Clock routing:
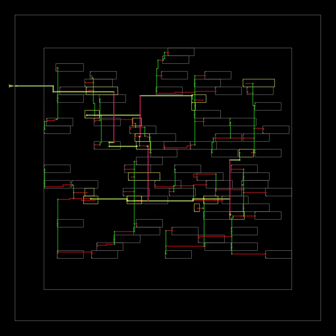
Metal 3:
Drawn at 4 px/um. Cells faint in the background.
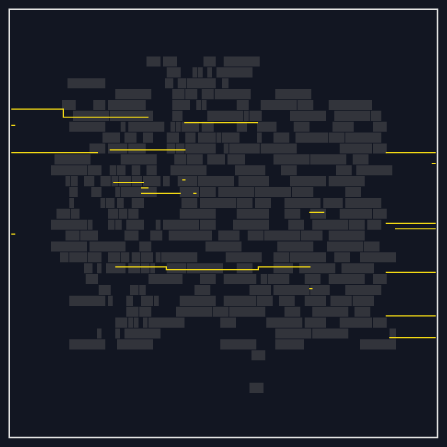
==> config.mk <==
export PLATFORM = sky130hd
export DESIGN_NAME = uart_rx_fifo
export DESIGN_NICKNAME = d
export VERILOG_FILES = /design/src/rtl/uart_rx_fifo.sv
export SDC_FILE = /design/constraint.sdc
export NUM_CORES = 1
export LEC_CHECK = 0
export ABC_CLOCK_PERIOD_IN_PS = 2500
export CAP_MARGIN = 15
export CORE_MARGIN = 10
export CORE_UTILIZATION = 43
export CTS_CLUSTER_SIZE = 16
export DETAILED_ROUTE_END_ITERATION = 10
export MAX_ROUTING_LAYER = met4
export PLACE_DENSITY = 0.69
export SLEW_MARGIN = 20
export SYNTH_ARGS = -nofsm -noshare
export SYNTH_HDL_FRONTEND = slang
export SYNTH_SLANG_ARGS = --single-unit
==> constraint.sdc <==
create_clock -name clk -period 2.5 [get_ports clk]
set_input_delay 0.5 -clock clk [delete_from_list [all_inputs] [get_ports clk]]
set_output_delay 0.5 -clock clk [all_outputs]
set_load 0.01 [all_outputs]
==> ci_impl_report.md <==
## Synthesis and layout report

| Metric | Value |
|---|---|
| Post-Syn Instances | 227 |
| XOR Share, Synth | 3.793% |
| Worst path top cell family by delay | buffers and inverters |
| Min-delay worst type | input pin to asynchronous set/reset pin |
| Stages on worst setup path | 3 |
| Row count | 31 |
| Ant. Diodes | 0 |
| Vias per cell | 5.308 |
| Max FFs per register | 32 |
| Dpl ws | -77.17 ps |
| Max cap viols | 0 |
| Clk slew on worst S/H paths | 80 ps |
| Simple Share, Synth | 12.77% |
| Mean Syn Cell Area | 14.24 sq um |
| Final Max Tran Viols | 0 |
| Clock Sinks | 67 |
| Netlist cell types | 48 |
| Number of cells on the worst reg-to-reg path | 10 |
| R2R Setup Slk | 290 ps |
| Fmax | 418.3 MHz |
| Worst vdd ir | 381.2 uV |
| Setup ws final | 109.4 ps |
| Setup crit end kind | primary output |
| Top FF cell, synth | dfrtp_1 |
| Cell chain of the critical path | buf_6 -> mux4_2 -> clkdlybuf4s50_1 |
| Logic pwr share | 1.4% |
| Net switching power | 436.7 uW |
| Status | finished, final reports clean |
| Cell Area, Synth | 3233 sq um |
| Mux area share | 21.67% |
| CP Launch Type | register |
| Leakage | 1.790 nW |
| # Cells Yosys | 227 |
| Drt first pass iters | 4 |
| Chip height | 106.7 um |
| Period utilization | 95.62% |
| P_int | 1.761 mW |
| Num ports | 16 |
| CTS root buffer | clkbuf_8 |
| Floorplan utilization | 44.34% |
| Layout Cells excl Fill | 357 |
| Core Box Area | 7292 sq um |
| Largest net degree at the start of global routing | 26 |
| Nets@finish | 267 |
| Sw Share | 19.87% |
| Post-synth seq share | 51.93% |
| Total power | 2.198 mW |
| Final core utilization | 51.48% |
| CTS tree | yes |
| Worst endpoint required time | 2000 ps |
| Final min period | 2391 ps |
| Initial drt markers | 48 |
| Worst EP arrival | 1890 ps |
| Synthesis area per yosys | 3233 sq um |
| Fin Hold WS | 153.4 ps |
| Chip Width | 106.7 um |
| Final setup viols | 0 |
| Ys flops | 67 |
| Final HPWL DP | 3964 um |
| Final Hold Fails | 0 |
| AO/OA Area Share | 3.019% |
| GRT Util Overall | 10.91% |
| Asr flop ratio synth | 100.0% |
| Chip Area | 11,390 sq um |
| Initial antenna violation count | 0 |
| Met1 Use GR | 12.79% |
| Met2 Use GR | 17.25% |
| Worst slew pin tran | 603.2 ps |
| Clock power frac | 49.0% |
| Max incr delay on CP | 530 ps |
| Global routing's busiest layer | met2 |
About 'clock routing':
Worst Clk Skew: 10.65 ps
Seq Cell Count: 67
Worst-Skew Late Latency: 340 ps
clock buffers: 10
cts bufs inserted: 9

About 'metal 3':
The layer holds 4.3% of the routed length. 13 nets have wire on it.
final WL: 5566 um
met3 usage: 3.952%
via count: 1,895

power by group through the flow:
stage / registers (mW) / logic (mW) / clock network [mW]
floorplan: 1.11 / 0.00527 / 0
finish: 1.09 / 0.0302 / 1.08
global placement: 1.11 / 0.0321 / 0
CTS: 1.09 / 0.0329 / 1.11
global route: 1.09 / 0.0360 / 1.16
detailed placement: 1.11 / 0.0331 / 0
metal layers:
metal | vias up | routed length [um]
met3 | 10 | 238
met2 | 24 | 2695
met1 | 977 | 2561
met5 | - | 0
met4 | 0 | 70
li1 | 884 | -
repair_timing:
action / 4_1_cts / 5_1_grt
endpoints found under the setup margin: 0 / 1
hold buffers: 0 / 0
gates resized: 0 / 1
setup buffers: 0 / 0
cell families after synthesis:
kind of cell	Yosys count
AND-OR/OR-AND	14
adder cells (fa/ha/maj)	10
XOR/XNOR	14
AND/OR/NAND/NOR	56
buffers and inverters	15
multiplexers	51
flip-flops	67
per-stage QoR:
step           setup TNS, ps  area [sq um]
2_1_floorplan              0          3233
3_3_place_gp               0          3510
3_5_place_dp          -77.17          3510
4_1_cts                    0          3750
5_1_grt                    0          3754
6_report                   0          3754
Yosys cell counts, drive strengths merged (2+ instances only):
cell	count	area [sq um]
or3	3	18.77
a31oi	2	12.51
nor4b	2	32.53
xor2	7	61.31
nor2	14	52.55
o21ai	3	15.01
and2	3	20.02
a21oi	2	10.01
mux4	8	180.2
mux2	42	510.5
a22o	2	17.52
nand4	8	116.4
nand3	5	25.02
dfstp	2	52.55
nor2b	3	18.77
ha	9	112.6
nand2	5	18.77
xnor2	7	61.31
buf	6	53.79
dfrtp	65	1627
a211oi	2	20.02
nand4b	2	17.52
and4b	2	20.02
inv	8	30.03
and3	2	13.77
final cells by class:
| cell class | count | area, sq um | area share [%] |
|---|---|---|---|
| flip-flops and latches | 67 | 1679 | 44.73 |
| multi-input cells | 145 | 1466 | 39.07 |
| repair buffers | 22 | 214.0 | 5.700 |
| clock buffers | 10 | 127.6 | 3.400 |
| well taps | 99 | 123.9 | 3.300 |
| clock inverters | 6 | 112.6 | 3.000 |
| inverters | 8 | 30.03 | 0.8000 |
placed cells by master, fill, tap and decap left out, drive strengths merged, types with 5 or more instances in the layout:
cell           netlist  routed
dfrtp               65      65
mux2                42      42
nor2                14      14
clkdlybuf4s50        0      14
clkbuf               1      10
ha                   9       9
inv                  8       9
mux4                 8       8
buf                  6       8
nand4                8       8
xnor2                7       7
xor2                 7       7
nand3                5       5
nand2                5       5
Power and IR drop assume default switching activity.
